--- src/rtl/uart_pkg.sv ---
// uart_pkg: shared frame constants, baud divisor table, receiver states and hex 7-segment glyphs
package uart_pkg;
  localparam int FRAME_BITS = 11;
  localparam int OVERSAMPLE = 16;
  localparam logic [6:0] SEG_DASH = 7'b1111110;
  localparam logic [6:0] SEG_BLANK = 7'b1111111;
  localparam logic [15:0][6:0] HEX_ON = {
    7'b1000111, 7'b1001111, 7'b0111101, 7'b1001110,
    7'b0011111, 7'b1110111, 7'b1111011, 7'b1111111,
    7'b1110000, 7'b1011111, 7'b1011011, 7'b0110011,
    7'b1111001, 7'b1101101, 7'b0110000, 7'b1111110
  };
  typedef enum logic [1:0] {RX_IDLE, RX_START, RX_BITS} rx_state_e;
  function automatic logic [15:0] div_round(input int unsigned clk_hz, input int unsigned baud);
    return 16'((clk_hz + baud * OVERSAMPLE / 2) / (baud * OVERSAMPLE));
  endfunction
  function automatic logic [15:0] baud_div(input int unsigned clk_hz, input logic [2:0] sel);
    return sel == 3'd0 ? div_round(clk_hz, 300) :
           sel == 3'd1 ? div_round(clk_hz, 1200) :
           sel == 3'd2 ? div_round(clk_hz, 4800) :
           sel == 3'd3 ? div_round(clk_hz, 9600) :
           sel == 3'd4 ? div_round(clk_hz, 19200) :
           sel == 3'd5 ? div_round(clk_hz, 38400) :
           sel == 3'd6 ? div_round(clk_hz, 57600) : div_round(clk_hz, 115200);
  endfunction
  function automatic logic [6:0] hex_seg(input logic [3:0] h);
    return ~HEX_ON[h];
  endfunction
endpackage

--- src/rtl/seg7_driver.sv ---
// seg7_driver: holds the last good byte and multiplexes it as hex onto four active-low digits
module seg7_driver import uart_pkg::*; #(
  parameter int REFRESH_BITS = 16
) (
  input  logic       clk,
  input  logic       rst_n,
  input  logic       valid,
  input  logic       perr,
  input  logic       ferr,
  input  logic [7:0] data,
  output logic [3:0] an,
  output logic [6:0] seg,
  output logic       dp
);
  logic [REFRESH_BITS-1:0] refresh_q, refresh_d;
  logic show_q, show_d;
  logic [7:0] shown_q, shown_d;
  logic [1:0] digit;
  always_comb begin
    refresh_d = refresh_q + REFRESH_BITS'(1);
    show_d = valid ? !(perr || ferr) : show_q;
    shown_d = valid && !(perr || ferr) ? data : shown_q;
    digit = refresh_q[REFRESH_BITS-1 -: 2];
    an = ~(4'b0001 << digit);
    seg = !show_q ? SEG_DASH :
          digit == 2'd0 ? hex_seg(shown_q[3:0]) :
          digit == 2'd1 ? hex_seg(shown_q[7:4]) : SEG_BLANK;
    dp = 1'b1;
  end
  always_ff @(posedge clk or negedge rst_n) begin
    if (!rst_n) begin
      refresh_q <= '0;
      show_q <= 1'b0;
      shown_q <= '0;
    end else begin
      refresh_q <= refresh_d;
      show_q <= show_d;
      shown_q <= shown_d;
    end
  end
endmodule

--- src/rtl/uart_baud_gen.sv ---
// uart_baud_gen: 16x oversampling tick; restarting on tx start keeps bit edges aligned to the frame start
module uart_baud_gen import uart_pkg::*; #(
  parameter int unsigned CLK_HZ = 50_000_000
) (
  input  logic       clk,
  input  logic       rst_n,
  input  logic [2:0] sel,
  input  logic       sync,
  output logic       tick
);
  logic [15:0] cnt_q, cnt_d;
  logic [2:0] sel_q;
  logic restart;
  always_comb begin
    restart = sync || sel != sel_q;
    tick = !restart && cnt_q == baud_div(CLK_HZ, sel) - 16'd1;
    cnt_d = restart || tick ? '0 : cnt_q + 16'd1;
  end
  always_ff @(posedge clk or negedge rst_n) begin
    if (!rst_n) begin
      cnt_q <= '0;
      sel_q <= '0;
    end else begin
      cnt_q <= cnt_d;
      sel_q <= sel;
    end
  end
endmodule

--- src/rtl/uart_rx.sv ---
// uart_rx: mid-bit sampling receiver with glitch rejection, parity and framing checks
module uart_rx import uart_pkg::*; (
  input  logic       clk,
  input  logic       rst_n,
  input  logic       en,
  input  logic       tick,
  input  logic       line,
  output logic       valid,
  output logic [7:0] data,
  output logic       perr,
  output logic       ferr
);
  rx_state_e st_q, st_d;
  logic prev_q, valid_q, valid_d, perr_q, perr_d, ferr_q, ferr_d;
  logic [3:0] tcnt_q, tcnt_d, bcnt_q, bcnt_d;
  logic [7:0] data_q, data_d;
  always_comb begin
    st_d = st_q;
    tcnt_d = tcnt_q;
    bcnt_d = bcnt_q;
    data_d = data_q;
    perr_d = perr_q;
    ferr_d = ferr_q;
    valid_d = 1'b0;
    if (!en) st_d = RX_IDLE;
    else if (st_q == RX_IDLE) begin
      if (prev_q && !line) begin
        st_d = RX_START;
        tcnt_d = '0;
      end
    end else if (tick) begin
      tcnt_d = tcnt_q + 4'd1;
      if (st_q == RX_START && tcnt_q == 4'(OVERSAMPLE / 2 - 1)) begin
        st_d = line ? RX_IDLE : RX_BITS;
        tcnt_d = '0;
        bcnt_d = '0;
      end else if (st_q == RX_BITS && tcnt_q == 4'(OVERSAMPLE - 1)) begin
        bcnt_d = bcnt_q + 4'd1;
        if (bcnt_q < 4'd8) data_d = {line, data_q[7:1]};
        else if (bcnt_q == 4'd8) perr_d = line != ^data_q;
        else begin
          valid_d = 1'b1;
          ferr_d = !line;
          st_d = RX_IDLE;
        end
      end
    end
  end
  always_ff @(posedge clk or negedge rst_n) begin
    if (!rst_n) begin
      st_q <= RX_IDLE;
      prev_q <= 1'b1;
      valid_q <= 1'b0;
      perr_q <= 1'b0;
      ferr_q <= 1'b0;
      tcnt_q <= '0;
      bcnt_q <= '0;
      data_q <= '0;
    end else begin
      st_q <= st_d;
      prev_q <= line;
      valid_q <= valid_d;
      perr_q <= perr_d;
      ferr_q <= ferr_d;
      tcnt_q <= tcnt_d;
      bcnt_q <= bcnt_d;
      data_q <= data_d;
    end
  end
  assign valid = valid_q;
  assign data = data_q;
  assign perr = perr_q;
  assign ferr = ferr_q;
endmodule

--- src/rtl/uart_tx.sv ---
// uart_tx: 11-bit even-parity frame transmitter driven by the shared oversampling tick
module uart_tx import uart_pkg::*; (
  input  logic       clk,
  input  logic       rst_n,
  input  logic       en,
  input  logic       wr,
  input  logic       tick,
  input  logic [7:0] data,
  output logic       busy,
  output logic       start,
  output logic       line
);
  logic busy_q, busy_d;
  logic [10:0] sh_q, sh_d;
  logic [3:0] tcnt_q, tcnt_d, bcnt_q, bcnt_d;
  always_comb begin
    start = en && wr && !busy_q;
    busy_d = busy_q;
    sh_d = sh_q;
    tcnt_d = tcnt_q;
    bcnt_d = bcnt_q;
    if (!en) busy_d = 1'b0;
    else if (start) begin
      busy_d = 1'b1;
      sh_d = {1'b1, ^data, data, 1'b0};
      tcnt_d = '0;
      bcnt_d = '0;
    end else if (busy_q && tick) begin
      tcnt_d = tcnt_q + 4'd1;
      if (tcnt_q == 4'(OVERSAMPLE - 1)) begin
        sh_d = {1'b1, sh_q[10:1]};
        bcnt_d = bcnt_q + 4'd1;
        busy_d = bcnt_q != 4'(FRAME_BITS - 1);
      end
    end
  end
  always_ff @(posedge clk or negedge rst_n) begin
    if (!rst_n) begin
      busy_q <= 1'b0;
      sh_q <= '1;
      tcnt_q <= '0;
      bcnt_q <= '0;
    end else begin
      busy_q <= busy_d;
      sh_q <= sh_d;
      tcnt_q <= tcnt_d;
      bcnt_q <= bcnt_d;
    end
  end
  assign busy = busy_q;
  assign line = !busy_q || sh_q[0];
endmodule

--- src/rtl/uart_display_system.sv ---
// uart_display_system: UART tx looped back into rx, last received byte shown in hex on a 4-digit display
module uart_display_system #(
  parameter int unsigned CLK_HZ = 50_000_000,
  parameter int REFRESH_BITS = 16
) (
  input  logic       clk,
  input  logic       reset,
  input  logic [2:0] baud_select,
  input  logic       Rx_EN,
  input  logic       Tx_EN,
  input  logic       Tx_WR,
  input  logic [7:0] Tx_DATA,
  output logic       Tx_BUSY,
  output logic       AN0,
  output logic       AN1,
  output logic       AN2,
  output logic       AN3,
  output logic       a,
  output logic       b,
  output logic       c,
  output logic       d,
  output logic       e,
  output logic       f,
  output logic       g,
  output logic       dp
);
  logic tick, tx_start, serial, rx_valid, rx_perr, rx_ferr;
  logic [7:0] rx_data;
  logic [3:0] an;
  logic [6:0] seg;
  uart_baud_gen #(.CLK_HZ(CLK_HZ)) u_baud (
    .clk(clk), .rst_n(reset), .sel(baud_select), .sync(tx_start), .tick(tick)
  );
  uart_tx u_tx (
    .clk(clk), .rst_n(reset), .en(Tx_EN), .wr(Tx_WR), .tick(tick), .data(Tx_DATA),
    .busy(Tx_BUSY), .start(tx_start), .line(serial)
  );
  uart_rx u_rx (
    .clk(clk), .rst_n(reset), .en(Rx_EN), .tick(tick), .line(serial),
    .valid(rx_valid), .data(rx_data), .perr(rx_perr), .ferr(rx_ferr)
  );
  seg7_driver #(.REFRESH_BITS(REFRESH_BITS)) u_seg (
    .clk(clk), .rst_n(reset), .valid(rx_valid), .perr(rx_perr), .ferr(rx_ferr), .data(rx_data),
    .an(an), .seg(seg), .dp(dp)
  );
  assign {AN3, AN2, AN1, AN0} = an;
  assign {a, b, c, d, e, f, g} = seg;
endmodule

--- config.mk ---
export PLATFORM = sky130hd
export DESIGN_NAME = uart_display_system
export DESIGN_NICKNAME = d
export VERILOG_FILES = /design/src/rtl/uart_pkg.sv /design/src/rtl/seg7_driver.sv /design/src/rtl/uart_baud_gen.sv /design/src/rtl/uart_rx.sv /design/src/rtl/uart_tx.sv /design/src/rtl/uart_display_system.sv
export SDC_FILE = /design/constraint.sdc
export NUM_CORES = 1
export LEC_CHECK = 0
export CORE_UTILIZATION = 54
export DETAILED_ROUTE_END_ITERATION = 8
export GPL_ROUTABILITY_DRIVEN = 0
export PLACE_DENSITY = 0.81
export SLEW_MARGIN = 40
export SYNTH_ARGS = -nofsm -noshare
export SYNTH_HDL_FRONTEND = slang
export SYNTH_SLANG_ARGS = --single-unit
--- constraint.sdc ---
create_clock -name clk -period 2.3 [get_ports clk]
set_clock_uncertainty 0.2 [all_clocks]
set_input_delay 0.46 -clock clk [delete_from_list [all_inputs] [get_ports clk]]
set_output_delay 0.46 -clock clk [all_outputs]
set_load 0.01 [all_outputs]
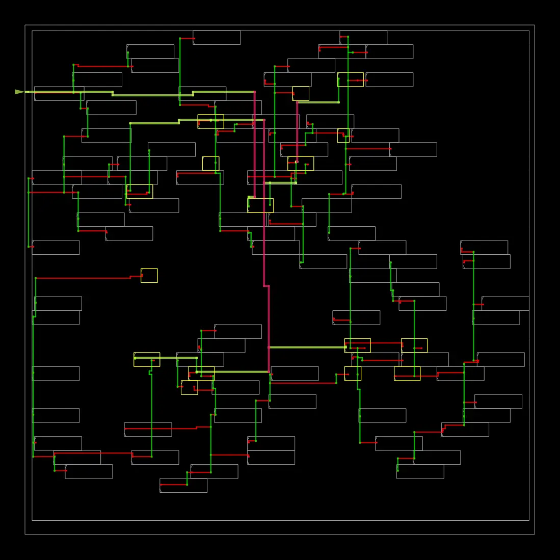
(run_1/clock_nets.png)
clk_lat worst skew: 0.37 ns
clk_buf instances: 10
clk sink count: 85
CTS Buf Count: 9
clock network power: 1.03 mW

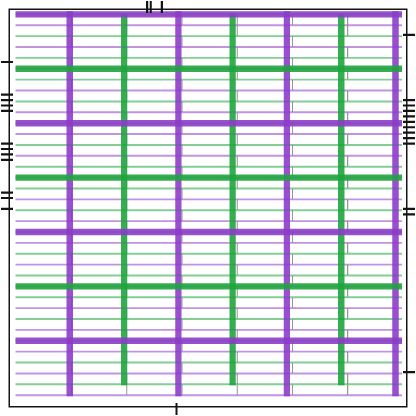
(run_1/floorplan.png)
Scale: 4 px per um. Pins as bars on the die edge. Tap cells in grey.
legend:
  VDD:
    colour: green
  VSS:
    colour: purple
met4 straps: 7
rows: 35
met5 straps: 7
met1 rails: 36
tap cells: 111

==> results.yml, run 1 <==
# generated from flow reports
detailed_routing:
  dr.first_iter.drc_count: 205
  ant_nets: 0
  wire_per_inst_um: 17.1
sta:
  maxSlewViolCount: 0
  fmax_mhz: 380
  setup_violations: 62
  max_slew.worst_pin.slew_ns: 0.697
  setup_ws_ns: -0.331
min_path:
  hp-class: "in -> reg"
run_status:
  violations: "negative setup slack"
  status: "finished, violations left"
clock_network:
  cts_max_level: 3
  cts_tree: "built"
  clk_path_buf_depth: 2
global_route:
  grt_usage_pct: 25.5
  top_usage_layer: "met2"
  grt_pass1_vias: 4300
floorplanning:
  ios: 29
  die_y_um: 99.0
  num_rows: 35
  die-area_um2: 9800
  design.core.area_um2: 9200
final_layout:
  lay_top_cells: "73 x dfrtp_1, 66 x buf_4, 44 x nand2_1"
  fin_util_pct: 73.0
  layout-drive-gt1-share_pct: 35.1
  nets: 657
yosys:
  simple_gate_area_share_pct: 20.3
  area_leaders: "dfrtp_1 36%, xnor2_1 7.1%, dfstp_2 5.7%"
  common_cells: "74 x dfrtp_1, 50 x nor2_1, 47 x nand2_1"
  ys_ff: 85
  ys_sh_xor_pct: 8.62
  synth_area_um2: 5080
  enable_flop_cells: 0
  ys_cells: 520
  ff_type: "dfrtp_1"
critical_path:
  arrival_ns: 1.97
  path_buffers: 2
  cp_top_family: "multiplexers"
place:
  place_area_um2: 5920
power_and_ir_drop:
  fin_total_pwr_mw: 3.05
job:
  maxCapViolCount: 0
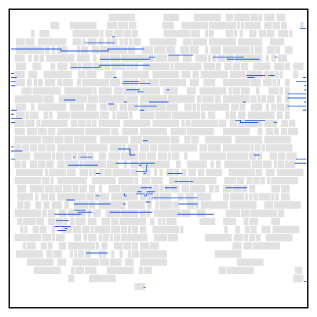
(run_1/m3.png)
Scale: 3 px per um. Cells faint in the background.
nets with wire on the layer: 67
wire length on this layer: 427 um
share of all routed wire: 3.4%
WL final: 12.6 mm
DR vias: 4,351
met3 Usage GRT: 4.68%

==> run 1: final cells by class <==
class                      instances  area, um2
fill                             582       2480
tap                              111        139
sequential                        85       2140
clock inverter                     6       50.0
clock buffer                      10        138
multi-input combinational        389       3180
timing repair buffer             111        967
inverter                          26        105
==> run 1: worst register-to-register path: stages, from the launching register on <==
cell	delay, ns
dfrtp_1	0.39
nor4_1	0.34
buf_4	0.17
o311ai_1	0.08
nor2_1	0.19
nand4_4	0.18
nor3_4	0.27
buf_6	0.19
nand3_4	0.08
mux2_4	0.32
==> run 1: registers in the layout, summed over array words and instances, names as in the netlist <==
| signal | flops |
|---|---|
| u_baud.cnt_q | 16 |
| u_seg.refresh_q | 16 |
| u_tx.sh_q | 10 |
| u_rx.data | 8 |
| u_seg.shown_q | 8 |
| u_rx.bcnt_q | 4 |
| u_rx.tcnt_q | 4 |
| u_tx.bcnt_q | 4 |
| u_tx.tcnt_q | 4 |
| u_baud.sel_q | 3 |
| u_rx.st_q | 2 |
| u_rx.ferr | 1 |
| u_rx.perr | 1 |
| u_rx.prev_q | 1 |
| u_rx.valid | 1 |
| u_seg.show_q | 1 |
| u_tx.busy | 1 |
==> run 1: path summary, 6_finish.rpt <==
kind / from / endpoint / slack, ns / cells past startpoint
worst max-delay path: u_seg.shown_q[0] / d / -0.33 / 6
worst min-delay path: baud_select[0] / u_baud.sel_q[0] / 0.10 / 2
worst max register to register: u_baud.cnt_q[12] / u_rx.perr / -0.23 / 9
worst min register to register: u_seg.refresh_q[4] / u_seg.refresh_q[4] / 0.27 / 1
max in group asynchronous: reset / u_rx.prev_q / 1.04 / 3
min in group asynchronous: reset / u_seg.refresh_q[8] / 0.29 / 2
==> run 1: where the power goes <==
part | switching, mW | internal [mW]
clock network | 0.589 | 0.440
registers | 0.0465 | 1.56
logic | 0.218 | 0.187
==> run 1: layer usage <==
layer  part of all wire [%]  vias to the layer above
met3                    3.4                       33
met4                    2.6                        0
met5                      0                        -
li1                       -                     2036
met1                     41                     2146
met2                     53                      136
==> run 1: per-stage QoR <==
step | std cells | setup slack, ns | hold slack, ns | setup TNS (ns)
final | 738 | -0.331 | 0.102 | -9.97
after global routing | 738 | -0.401 | 0.0939 | -14.35
after floorplan | 520 | -0.723 | -0.0356 | -25.64
after global placement | 704 | -1.02 | 0.143 | -50.11
after detailed placement | 704 | -1.12 | 0.146 | -54.91
after CTS | 731 | -0.302 | 0.0919 | -6.64
==> run 1: logic make-up after synthesis <==
family,Yosys count
other,1
muxes,33
DFF,85
xor gates and xnor gates,50
AOI/OAI and AO/OA,92
buffers and inverters,46
and+or+nand+nor,194
adders and majority gates,19
==> run 1: repair_timing <==
item | CTS | global route
setup endpoints to repair | 63 | 62
pin swaps | 41 | 14
gates cloned | 1 | 0
setup buffers | 10 | 8
resized | 124 | 42
hold buffers | 1 | 0
hold endpoints to repair | 16 | 0
==> run 2: changes to the inputs <==
==> constraint.sdc (replaced) <==
create_clock -name clk -period 2.3 [get_ports clk]
set_clock_uncertainty 0.2 [all_clocks]
set_input_delay 0.46 -clock clk [delete_from_list [all_inputs] [get_ports clk]]
set_output_delay 0.46 -clock clk [all_outputs]
set_load 0.005 [all_outputs]
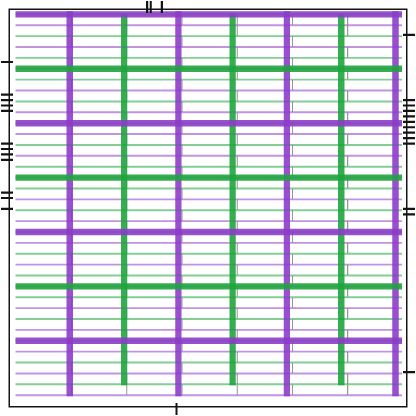
(run_2/floorplan.png)
Scale: 4 px per um. Pins as bars on the die edge. Tap cells in grey.
legend:
  VSS:
    colour: purple
  VDD:
    colour: green
rows: 35
met1 rails: 36
met5 straps: 7
signal pins: 29

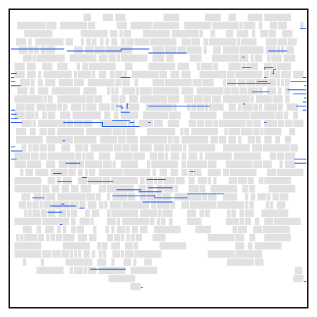
(run_2/m3.png)
Scale: 3 px per um. Cells faint in the background.
share of all routed wire: 3.1%
wire length on this layer: 342 um
nets with wire on the layer: 54

==> results.yml, run 2 <==
# generated from flow reports
sta:
  fmax_mhz: 374
  setup_ws_ns: -0.374
  whs_ns: 0.0992
  setup_violations: 62
yosys:
  synth_area_um2: 5080
  ff_type: "dfrtp_1"
  area_leaders: "dfrtp_1 36%, xnor2_1 7.1%, dfstp_2 5.7%"
  ys_ff: 85
  ys_cells: 520
  enable_flop_cells: 0
  common_cells: "74 x dfrtp_1, 50 x nor2_1, 47 x nand2_1"
detailed_routing:
  vias: 4188
  wire_per_inst_um: 15.0
  dr.first_iter.drc_count: 213
  routed_wl_mm: 11.1
run_status:
  status: "finished, violations left"
  violations: "negative setup slack"
critical_path:
  r2r_end: "u_rx.ferr"
  arrival_ns: 2.72
  path_buffers: 3
  timing.rr.start: "u_baud.cnt_q[10]"
  cp_top_family: "simple AND/OR/NAND/NOR gates"
  rrSetupSlack_ns: -0.36
  reg2reg_depth: 10
min_path:
  hold_start: "baud_select[0]"
  hp-class: "in -> reg"
  holdPathEnd: "u_baud.sel_q[0]"
  hold-path-cell-count: 2
clock_network:
  cts_tree: "built"
  cts_max_level: 3
  clk_path_buf_depth: 2
  cts_made_buffers: 9
  cts.sinks: 85
final_layout:
  lay_top_cells: "74 x dfrtp_1, 70 x buf_4, 49 x nor2_1"
  n_fill_cell: 643
  nets: 657
  largestRegisters: "u_baud.cnt_q x16, u_seg.refresh_q x16, u_tx.sh_q x10"
  layout-drive-gt1-share_pct: 31.1
global_route:
  grt_pass1_vias: 4136
  grt_usage_pct: 23.5
job:
  maxCapViolCount: 0
floorplanning:
  die_y_um: 99.0
  die-area_um2: 9800
place:
  post-place-ws_ns: -1.17
[run 2: cell counts after synthesis]
Identical to the previous run, type by type.
[run 2: timing repair]
action | 4_1_cts | 5_1_grt
buffers inserted | 11 | 6
pin swaps | 29 | 13
hold buffers | 1 | 0
gates resized | 86 | 35
endpoints found under the setup margin | 63 | 62
gates cloned | 1 | 1
hold endpoints to repair | 36 | 0
[run 2: per-layer routing]
metal  routed length (um)  track usage [%]  up-vias
met5                    0                0        -
met4                  165             7.69        0
met3                  342             4.89       16
met2                 5880             43.1      107
met1                 4700             27.3     2027
li1                     -                -     2038
[run 2: kinds of logic after synthesis]
logic type,after synthesis,synth area share (%)
AND-OR/OR-AND,92,12.6
XOR/XNOR,50,8.62
adder cells (fa/ha/maj),19,4.68
buffers and inverters,46,4.14
flip-flops,85,42.1
multiplexers,33,7.56
other,1,0.0738
AND/OR/NAND/NOR,194,20.3
[run 2: how the worst max path moves through the flow]
stage,slack [ns],cells after the start,startpoint,endpoint
finish,-0.37,13,baud_select[2],u_rx.ferr
global route,-0.49,14,baud_select[2],u_tx.sh_q[1]
CTS,-0.35,13,baud_select[2],u_tx.sh_q[1]
detailed placement,-1.17,11,baud_select[0],u_rx.data[4]
global placement,-1.02,11,baud_select[0],u_rx.data[4]
floorplan,-0.72,12,baud_select[2],u_tx.bcnt_q[1]
[run 2: final cells by class]
type / count / area (um2) / area share (%)
clock buffers: 9 / 124 / 1.89
multi-input cells: 389 / 3010 / 46.1
repair buffers: 111 / 960 / 14.7
well taps: 111 / 139 / 2.12
inverters: 26 / 100 / 1.53
clock inverters: 7 / 62.6 / 0.957
flip-flops and latches: 85 / 2140 / 32.7
[run 2: worst register-to-register path: stages (launching register included)]
cell and delay (ns):
dfrtp_1 0.40, nor4_1 0.33, buf_4 0.17, o311ai_1 0.09, nor2_1 0.22, nand4_4 0.15, buf_4 0.17, buf_6 0.12
nor3_4 0.19, and2_4 0.17, mux2_2 0.33
[run 2: through the flow]
step	instances	power, mW	util (%)	TNS, ns
2_1_floorplan	520	1.82	-	-25.64
3_3_place_gp	704	1.94	64.3	-50.79
3_5_place_dp	704	1.95	64.3	-58.61
4_1_cts	733	3.01	69.3	-9.48
5_1_grt	738	3.13	71.1	-20.03
6_report	738	2.99	71.1	-12.69
[run 2: power by group]
| part | leakage, nW | internal (mW) | switching [mW] | total, mW |
|---|---|---|---|---|
| sequential | 1.11 | 1.57 | 0.0443 | 1.61 |
| clock | 0.0988 | 0.421 | 0.607 | 1.03 |
| combinational | 1.65 | 0.170 | 0.187 | 0.357 |
| total | 2.86 | 2.16 | 0.838 | 2.99 |
==> run 3: changes to the inputs <==
--- a/config.mk
+++ b/config.mk
@@ -12,4 +12,5 @@
 export SLEW_MARGIN = 40
 export SYNTH_ARGS = -nofsm -noshare
 export SYNTH_HDL_FRONTEND = slang
+export SYNTH_HIERARCHICAL = 1
 export SYNTH_SLANG_ARGS = --single-unit
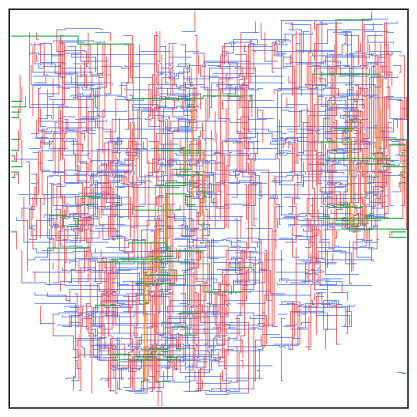
(run_3/layers.png)
Scale: 4 px per um.
legend:
  M3:
    colour: green
    wire_length: 538 um
  M4:
    colour: orange
    wire_length: 395 um
  M1:
    colour: blue
    wire_length: 5,610 um
  M2:
    colour: red
    wire_length: 7,290 um

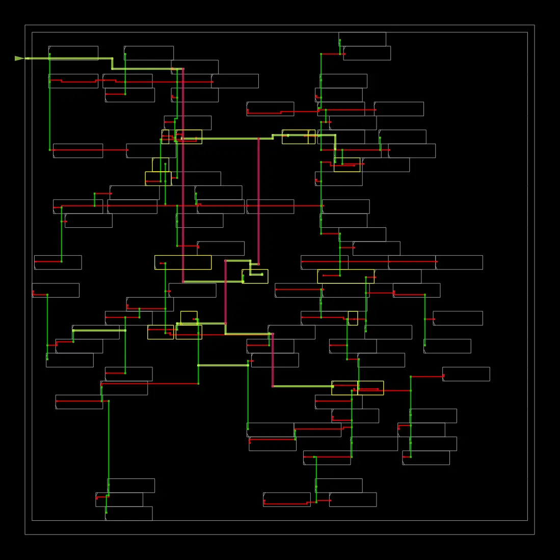
(run_3/clock_nets.png)
clock network power: 1.15 mW
Flop Count: 85
clk_lat worst skew: 0.35 ns

==> results.yml, run 3 <==
# generated from flow reports
run_status:
  status: "finished, violations left"
  violations: "negative setup slack"
sta:
  max_slew.worst_pin.slew_ns: 0.496
  fmax_mhz: 336
  setup_tns_ns: -26.83
  maxSlewViolCount: 0
  relSlewSlack_pct: 66.8
  setup_violations: 59
  setup_ws_ns: -0.672
yosys:
  enable_flop_cells: 0
  area_leaders: "dfrtp_1 36%, dfstp_2 5.6%, ha_1 5.1%"
  ys_cells: 507
  synth_area_um2: 5120
power_and_ir_drop:
  switchingPower_mw: 0.827
  irDropWorstVdd_mv: 0.432
  p_int_mw: 2.42
  fin_total_pwr_mw: 3.25
  p_sw_share_pct: 25.5
  seqPwrFrac_pct: 50.7
detailed_routing:
  vias: 4387
  wire_per_inst_um: 18.8
  routed_wl_mm: 13.8
  dr.first_iter.drc_count: 256
  ant_nets: 0
clock_network:
  clk_path_buf_depth: 2
  cts_max_level: 3
  cts.sinks: 85
global_route:
  grt_pass1_vias: 4479
  grt_usage_pct: 27.2
  overflow: 0
critical_path:
  rrSetupSlack_ns: -0.51
  critPathLaunch: "baud_select[0]"
  timing.rr.start: "u_baud/cnt_q[14]"
  reg2reg_depth: 10
  r2r_end: "u_rx/data[2]"
  endpoint: "u_rx/data[2]"
final_layout:
  lay_top_cells: "77 x buf_4, 72 x dfrtp_1, 41 x nand2_1"
  n_fill_cell: 550
  layout-drive-gt1-share_pct: 40.8
  largestRegisters: "u_baud/cnt_q x16, u_seg/refresh_q x16, u_tx/sh_q x10"
floorplanning:
  ios: 29
  num_rows: 35
  die_y_um: 99.3
  die-area_um2: 9870
min_path:
  hp-class: "in -> reg"
job:
  maxCapViolCount: 0
place:
  post-place-cells: 695
  post-place-ws_ns: -1.41
run 3: netlist changes by cell type after synthesis, sizes merged, moves of 7 or more:
cell    change
xnor2      -12
nor2       -18
a31oi       +9
inv         -7
a211oi     +10
buf         +9
xor2       +14
o211ai      -7
run 3: logic make-up (layout without fill, tap and decap cells):
group           Yosys count  count (layout)  share of synthesized area [%]
compound gates          105             105                           13.7
xor+xnor                 53              53                           9.37
fa+ha+maj                21              21                           5.14
buf+inv                  42             157                           4.13
flops                    85              85                           41.8
mux                      31              32                           6.87
other cells               1               1                         0.0733
simple gates            169             169                           18.9
run 3: power groups by stage:
stage / registers (mW) / logic (mW) / clock network [mW]
after floorplan: 1.65 / 0.237 / 0
final: 1.65 / 0.448 / 1.15
after detailed placement: 1.66 / 0.379 / 0
after global routing: 1.65 / 0.488 / 1.24
after global placement: 1.66 / 0.365 / 0
after CTS: 1.64 / 0.424 / 1.17
run 3: per-layer routing:
layer	part of all wire, %	routed length [um]	global-route usage [%]	vias up
met5	0	0	0.513	-
met4	2.9	395	11.0	0
met3	3.9	538	5.69	42
met2	53	7290	48.1	153
met1	41	5610	32.3	2179
li1	-	-	-	2013
run 3: how the worst min path moves through the flow:
stage | start | end | slack, ns | depth (start not counted)
after global routing | baud_select[0] | u_baud/sel_q[0] | 0.20 | 2
after global placement | u_seg/refresh_q[0] | u_seg/refresh_q[0] | 0.24 | 1
final | baud_select[0] | u_baud/sel_q[0] | 0.21 | 2
after CTS | baud_select[0] | u_baud/sel_q[0] | 0.19 | 2
after floorplan | reset | u_baud/cnt_q[0] | -0.04 | 0
after detailed placement | reset | u_rx/data[3] | 0.25 | 1
run 3: timing repair:
item | CTS | global route
hold buffers | 1 | 0
gates cloned | 1 | 0
gates resized | 122 | 41
pin swaps | 36 | 25
setup buffers | 16 | 8
endpoints found under the hold margin | 33 | 0
setup endpoints to repair | 59 | 61
run 3: final cells by class:
class                      count  area (um2)  area share, %
sequential                    85        2140           30.8
multi-input combinational    381        3360           48.3
inverter                      19        71.3           1.02
tap                          111         139           1.99
clock buffer                  10         128           1.83
timing repair buffer         122        1030           14.8
clock inverter                 6        86.3           1.24
run 3: critical path, cell delays in order:
cell and delay [ns]:
buf_8 0.10, or2b_4 0.21, o21ai_4 0.07, ha_4 0.19
nor2b_4 0.13, o21a_1 0.18, or3_4 0.36, a21oi_2 0.16
and4b_2 0.29, and3_4 0.23, nand2_8 0.08, nor2_8 0.22
mux2_4 0.33
run 3: per-stage QoR:
step                utilization (%)  area, um2  hold slack [ns]
finish                         75.7       6960            0.211
global route                   75.7       6960            0.196
CTS                            73.3       6740            0.185
detailed placement             65.9       6060            0.250
global placement               65.9       6060            0.237
floorplan                         -       5260          -0.0356
Power figures rest on the tool's default switching activity, not on a simulated workload.
